**src/rtl/master_stream_pkg.sv**
```systemverilog
// rtl/master_stream_pkg.sv - shared types and helpers for the serial streaming master
package master_stream_pkg;

  typedef enum logic [1:0] {IDLE, ARM, WAIT, SHIFT} state_t;

  localparam int MAX_W = 64;

  function automatic int calc_s(input int data_w, input int lanes);
    return data_w / lanes;
  endfunction

  // Symbol index at which the next word must be requested so it lands on the boundary
  function automatic int calc_pf(input int s, input int rd_lat);
    return s - 2 - rd_lat;
  endfunction

  function automatic int calc_blk_w(input int blocksize);
    return $clog2(blocksize) + 1;
  endfunction

  function automatic logic [MAX_W-1:0] sym_sel(input logic [MAX_W-1:0] word, input int j,
                                               input bit msb_first, input int data_w,
                                               input int lanes);
    logic [MAX_W-1:0] mask;
    mask = (64'd1 << lanes) - 64'd1;
    if (msb_first)
      return (word >> (data_w - (j + 1) * lanes)) & mask;
    else
      return (word >> (j * lanes)) & mask;
  endfunction

endpackage

```
**src/rtl/master_stream_if_serializer.sv**
```systemverilog
// rtl/master_stream_if_serializer.sv - shift register, symbol counter and miso register
module msif_serializer
  import master_stream_pkg::*;
#(
  parameter int DATA_W    = 8,
  parameter int LANES     = 1,
  parameter int RD_LAT    = 1,
  parameter int MSB_FIRST = 1
) (
  input  logic              clk,
  input  logic              arstn,
  input  logic              load,
  input  logic              shift,
  input  logic              clear,
  input  logic [DATA_W-1:0] data,
  output logic [LANES-1:0]  miso,
  output logic              at_prefetch,
  output logic              at_boundary
);

  localparam int S    = calc_s(DATA_W, LANES);
  localparam int PF   = calc_pf(S, RD_LAT);
  localparam int SC_W = $clog2(S);

  logic [DATA_W-1:0] shreg;
  logic [SC_W-1:0]   symcnt;
  logic [LANES-1:0]  sym_load;
  logic [LANES-1:0]  sym_next;

  always_comb begin
    sym_load = LANES'(sym_sel(MAX_W'(data), 0, MSB_FIRST != 0, DATA_W, LANES));
    sym_next = LANES'(sym_sel(MAX_W'(shreg), int'(symcnt) + 1, MSB_FIRST != 0, DATA_W, LANES));
  end

  always_ff @(posedge clk or negedge arstn) begin
    if (!arstn) begin
      shreg  <= '0;
      symcnt <= '0;
      miso   <= '0;
    end else if (load) begin
      shreg  <= data;
      symcnt <= '0;
      miso   <= sym_load;
    end else if (clear) begin
      symcnt <= '0;
      miso   <= '0;
    end else if (shift) begin
      symcnt <= symcnt + 1'b1;
      miso   <= sym_next;
    end
  end

  assign at_prefetch = (symcnt == SC_W'(PF));
  assign at_boundary = (symcnt == SC_W'(S - 1));

endmodule

```
**src/rtl/master_stream_if.sv**
```systemverilog
// rtl/master_stream_if.sv - host-facing serial streaming master draining a read-side FIFO
module master_stream_if
  import master_stream_pkg::*;
#(
  parameter int DATA_W    = 8,
  parameter int LANES     = 1,
  parameter int CNT_W     = 10,
  parameter int BLOCKSIZE = 1024,
  parameter int RD_LAT    = 1,
  parameter int MSB_FIRST = 1
) (
  input  logic              clk,
  input  logic              arstn,
  input  logic [CNT_W-1:0]  wrcnt,
  input  logic              mosi,
  output logic              fifo_rd,
  output logic              fifo_clr,
  input  logic [DATA_W-1:0] rdata,
  output logic [LANES-1:0]  miso,
  output logic              busy,
  output logic              underrun,
  output logic              blk_done
);

  localparam int S     = calc_s(DATA_W, LANES);
  localparam int BLK_W = calc_blk_w(BLOCKSIZE);

  if (S * LANES != DATA_W) begin : g_chk_lanes
    $fatal(1, "master_stream_if: LANES must divide DATA_W");
  end
  if (RD_LAT < 1 || RD_LAT > 2) begin : g_chk_lat
    $fatal(1, "master_stream_if: RD_LAT must be 1 or 2");
  end
  if (S < RD_LAT + 2) begin : g_chk_s
    $fatal(1, "master_stream_if: symbols per word must be at least RD_LAT+2");
  end
  if (DATA_W > MAX_W) begin : g_chk_w
    $fatal(1, "master_stream_if: DATA_W too wide");
  end

  state_t           state, state_nxt;
  logic [1:0]       waitcnt, waitcnt_nxt;
  logic [BLK_W-1:0] blkcnt, blkcnt_nxt;
  logic             rd_pend, rd_pend_nxt;
  logic             last, last_nxt;
  logic             und_nxt, fifo_rd_nxt, fifo_clr_nxt, done_nxt, busy_nxt;
  logic             ser_load, ser_shift, ser_clear;
  logic             at_prefetch, at_boundary;

  msif_serializer #(
    .DATA_W   (DATA_W),
    .LANES    (LANES),
    .RD_LAT   (RD_LAT),
    .MSB_FIRST(MSB_FIRST)
  ) u_ser (
    .clk        (clk),
    .arstn      (arstn),
    .load       (ser_load),
    .shift      (ser_shift),
    .clear      (ser_clear),
    .data       (rdata),
    .miso       (miso),
    .at_prefetch(at_prefetch),
    .at_boundary(at_boundary)
  );

  always_ff @(posedge clk or negedge arstn) begin
    if (!arstn) begin
      state    <= IDLE;
      waitcnt  <= '0;
      blkcnt   <= '0;
      rd_pend  <= 1'b0;
      last     <= 1'b0;
      underrun <= 1'b0;
      fifo_rd  <= 1'b0;
      fifo_clr <= 1'b0;
      blk_done <= 1'b0;
      busy     <= 1'b0;
    end else begin
      state    <= state_nxt;
      waitcnt  <= waitcnt_nxt;
      blkcnt   <= blkcnt_nxt;
      rd_pend  <= rd_pend_nxt;
      last     <= last_nxt;
      underrun <= und_nxt;
      fifo_rd  <= fifo_rd_nxt;
      fifo_clr <= fifo_clr_nxt;
      blk_done <= done_nxt;
      busy     <= busy_nxt;
    end
  end

  always_comb begin
    state_nxt    = state;
    waitcnt_nxt  = waitcnt;
    blkcnt_nxt   = blkcnt;
    rd_pend_nxt  = rd_pend;
    last_nxt     = last;
    und_nxt      = underrun;
    fifo_rd_nxt  = 1'b0;
    fifo_clr_nxt = 1'b0;
    done_nxt     = 1'b0;
    ser_load     = 1'b0;
    ser_shift    = 1'b0;
    ser_clear    = 1'b0;
    case (state)
      IDLE: begin
        ser_clear = 1'b1;
        if (!mosi) state_nxt = ARM;
      end
      ARM: begin
        ser_clear = 1'b1;
        if (mosi) begin
          fifo_clr_nxt = 1'b1;
          und_nxt      = 1'b0;
          state_nxt    = IDLE;
        end else if (wrcnt == '0) begin
          und_nxt   = 1'b1;
          state_nxt = IDLE;
        end else begin
          fifo_rd_nxt = 1'b1;
          und_nxt     = 1'b0;
          blkcnt_nxt  = '0;
          waitcnt_nxt = '0;
          last_nxt    = 1'b0;
          state_nxt   = WAIT;
        end
      end
      WAIT: begin
        if (waitcnt == 2'(RD_LAT)) begin
          ser_load    = 1'b1;
          rd_pend_nxt = 1'b0;
          state_nxt   = SHIFT;
        end else begin
          ser_clear   = 1'b1;
          waitcnt_nxt = waitcnt + 2'd1;
        end
      end
      SHIFT: begin
        if (at_boundary) begin
          if (rd_pend) begin
            ser_load    = 1'b1;
            rd_pend_nxt = 1'b0;
            blkcnt_nxt  = blkcnt + 1'b1;
          end else begin
            // Either the block is complete or the host/FIFO asked us to stop
            ser_clear = 1'b1;
            done_nxt  = last;
            state_nxt = IDLE;
          end
        end else begin
          ser_shift = 1'b1;
          if (at_prefetch) begin
            if (blkcnt == BLK_W'(BLOCKSIZE - 1)) begin
              last_nxt = 1'b1;
            end else if (mosi) begin
              last_nxt = 1'b0;
            end else if (wrcnt == '0) begin
              und_nxt = 1'b1;
            end else begin
              fifo_rd_nxt = 1'b1;
              rd_pend_nxt = 1'b1;
            end
          end
        end
      end
      default: state_nxt = IDLE;
    endcase
    busy_nxt = (state_nxt == WAIT) || (state_nxt == SHIFT);
  end

endmodule
```
**config.mk**
```make
export PLATFORM = sky130hd
export DESIGN_NAME = master_stream_if
export DESIGN_NICKNAME = d
export VERILOG_FILES = /design/src/rtl/master_stream_pkg.sv /design/src/rtl/master_stream_if_serializer.sv /design/src/rtl/master_stream_if.sv
export SDC_FILE = /design/constraint.sdc
export NUM_CORES = 1
export LEC_CHECK = 0
export CORE_MARGIN = 5
export CORE_UTILIZATION = 35
export CTS_CLUSTER_DIAMETER = 50
export DETAILED_ROUTE_END_ITERATION = 12
export PLACE_DENSITY = 0.55
export SETUP_SLACK_MARGIN = 0.2
export SLEW_MARGIN = 20
export SYNTH_ARGS = -nofsm -noshare
export SYNTH_HDL_FRONTEND = slang
export SYNTH_SLANG_ARGS = --single-unit
```
**constraint.sdc**
```tcl
create_clock -name clk -period 2.15 [get_ports clk]
set_input_delay 0.43 -clock clk [delete_from_list [all_inputs] [get_ports clk]]
set_output_delay 0.43 -clock clk [all_outputs]
set_load 0.005 [all_outputs]
```
Figure 1. Clock distribution (run 1).
(6 px per um)
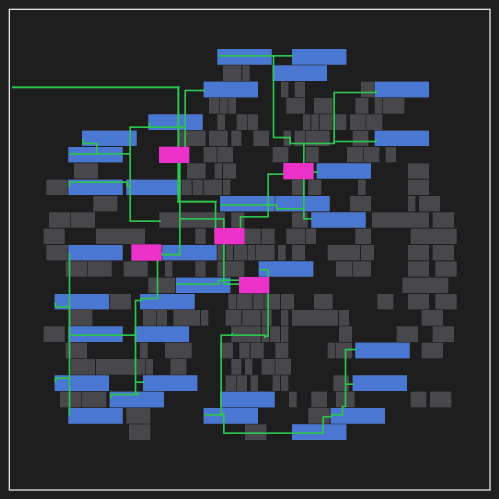
green -> clock wires  # length 464 um
magenta -> clock-net drivers  # count 5
blue -> flip-flops  # count 33
routed clock nets = 6
clock-net power: 0.597 mW
final setup skew: 0.00606 ns
Clk network pwr share: 0.230
Late-Pin Clk Latency: 0.28 ns

Figure 2. Nets reached from selected ports (run 1).
(6 px per um)
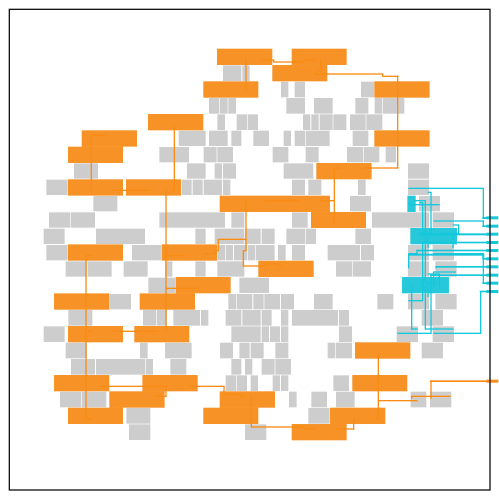
orange -> `arstn`  # bits 1, direction input, edge right, end cells 33, buffers 2, wire 280 um
cyan -> `wrcnt`  # bits 10, direction input, edge right, end cells 3, buffers 10, wire 233 um

Figure 3. Selected gate families (run 1).
(4 px per um)
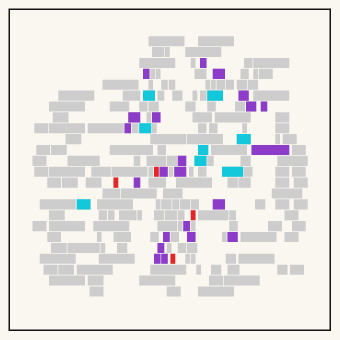
cyan -> non-inverting ao/oa cells  # cells 8, most used a22o_1
purple -> aoi and oai cells  # cells 22, most used o21ai_0
red -> inv cells  # cells 4, most used inv_1, where middle
share of cell area taken by multi-input logic gates: 0.381
Finished Layout Cells: 265
most frequent logic cell in the layout: sky130_fd_sc_hd__dfrtp_1

==> flow_summary.ini, run 1 <==
; generated from flow reports
[outcome]
run_status = finished clean

[yosys]
edf_count = 0
commonest_flop = sky130_fd_sc_hd__dfrtp_1
yosys-top-cells-area = sky130_fd_sc_hd__dfrtp_1 48%, sky130_fd_sc_hd__mux2_2 5.9%, sky130_fd_sc_hd__nand2_1 4.0%
synth-compound-area-share = 0.130
synth_sequential_area_ratio = 0.483
mux_area_share = 0.0915
yosys_warnings = 0

[die]
io_pins = 27

[critical_path]
worstPathRequired_ns = 2.37
cell_family_contributing_the_most_delay_on_the_critical_path = simple AND/OR/NAND/NOR gates
timing.critical_path.from = wrcnt[1]
timing.critical_path.depth = 5
criticalPathCategory = input port to register

[timing]
slew_violations = 0
final_worst_path_cycle_share = 0.880

[min_path]
whs_path_depth = 1
timing.hold.worst.class = register to register
hold_end = last

[routing]
detail_route.wl_per_cell_um = 14.3
vias_per_cell = 5.12
drt_iter0_drc = 60
drtAntennaViolNets = 0
wl_met2_mm = 1.82

[finish]
final-seq-area_um2 = 826
max_ffs_per_register = 11
layout.nets = 223
flops = 33
final.fill_count = 432
mi_logic_area_um2 = 862

[clock_tree]
cts_buffers = 5
clkTransAtPathRegs_ns = 0.07

[flow_run]
warnings = 27
number_of_max_cap_violations = 0

[global_route]
gr-usage-met3 = 0.0372
grt_util_met2 = 0.206
gr-usage-met1 = 0.159

[placed_design]
numPortBuffers = 26
globalplace.congestion = 0.830
numPlacedInstances = 257

[power]
power_sequential_mw = 1.02
Figure 4. Signal metal coverage by tile (run 1).
(4 px per um) The die is cut into 16 by 16 equal tiles; white is low, dark blue is high, scaled to the fullest tile. Values are wire area over tile area, all layers added.
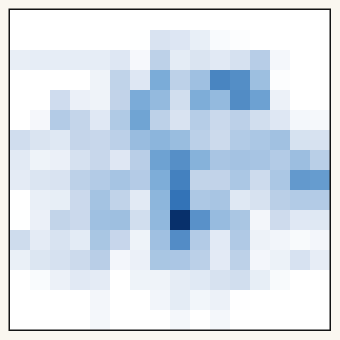

==> run 1 -> run 2 <==
- REMOVE_ABC_BUFFERS: not set -> 1
- clock period: 2.15 -> 2.3 ns (I/O delays scaled with it)
Figure 5. Signal metal coverage by tile (run 2).
(4 px per um) The die is cut into 16 by 16 equal tiles; white is low, dark blue is high, scaled to the fullest tile. Values are wire area over tile area, all layers added.
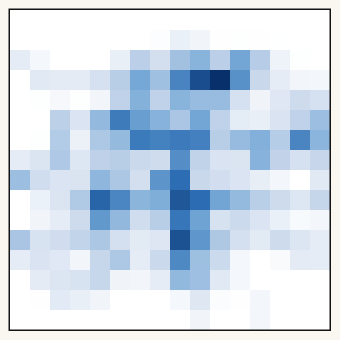
fullest tile = 0.49
densest ninth of the die = middle
tiles over half the peak = 11%
emptiest ninth of the die = top left

Figure 6. Clock distribution (run 2).
(6 px per um)
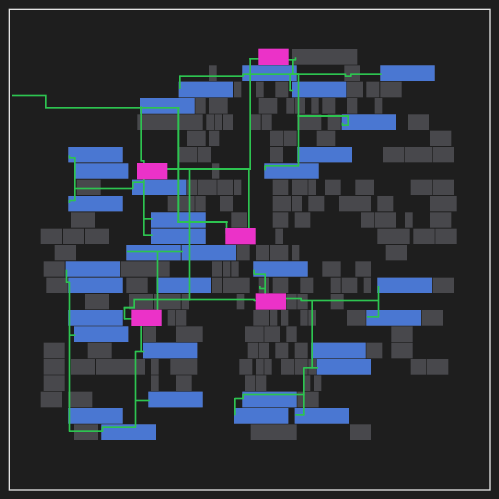
blue -> flip-flops  # count 33
magenta -> clock-net drivers  # count 5
green -> clock wires  # length 442 um
routed clock nets = 6

==> flow_summary.ini, run 2 <==
; generated from flow reports
[min_path]
whs_path_depth = 1
timing.hold.worst.class = register to register
hold_end = waitcnt[0]

[critical_path]
cell_family_contributing_the_most_delay_on_the_critical_path = simple AND/OR/NAND/NOR gates
worstSetupEndpointType = register
r2r-start = u_ser.symcnt[1]
timing.critical_path.depth = 5
timing.critical_path.buf_inv = 1
timing.critical_path.from = wrcnt[1]
criticalPathCategory = input port to register
worstPathRequired_ns = 2.53

[routing]
routed_wirelength_mm = 3.80
vias_per_cell = 5.24
detail_route.wl_per_cell_um = 14.5
wl_met2_mm = 1.71
drt_iter0_drc = 71
drtAntennaViolNets = 0

[placed_design]
globalplace.congestion = 0.830
numPlacedInstances = 254
numPortBuffers = 26

[clock_tree]
htree_levels = 2
cts_buffers = 5
clock.latency.late_pin_ns = 0.29
clkTransAtPathRegs_ns = 0.07

[finish]
final.fill_count = 437
comb-cell-share = 0.373
layout.nets = 220
lay_top_count = sky130_fd_sc_hd__dfrtp_1
flops = 33
max_ffs_per_register = 11
fin_cells = 262
final-seq-area_um2 = 826
mi_logic_area_um2 = 831

[timing]
final_worst_path_cycle_share = 0.860
slew-limit-headroom = 0.645
max_freq_mhz = 505
slew_violations = 0
worst_clock_skew_ns = 0.00777

[outcome]
run_status = finished clean

[global_route]
gr-usage-met1 = 0.157
grt_util_met2 = 0.215
gr-usage-met3 = 0.0463

[power]
power_frac_clock = 0.260
power.net_switching_mw = 0.788
power_sequential_mw = 0.978
pg_clk_mw = 0.644

[flow_run]
warnings = 26
number_of_max_cap_violations = 0

[yosys]
yosys-top-cells-area = sky130_fd_sc_hd__dfrtp_1 48%, sky130_fd_sc_hd__mux2_2 5.9%, sky130_fd_sc_hd__nand2_1 4.0%
commonest_flop = sky130_fd_sc_hd__dfrtp_1
synth_sequential_area_ratio = 0.483
mux_area_share = 0.0915
async_flop_share = 1.00
edf_count = 0
synth-compound-area-share = 0.130
synth_stat.cells = 156
yosys_warnings = 0
netlist-cell-type-count = 45
top_cell_area_share = 0.483

[die]
core.rowCount = 25
io_pins = 27
Power figures rest on the tool's default switching activity, not on a simulated workload.
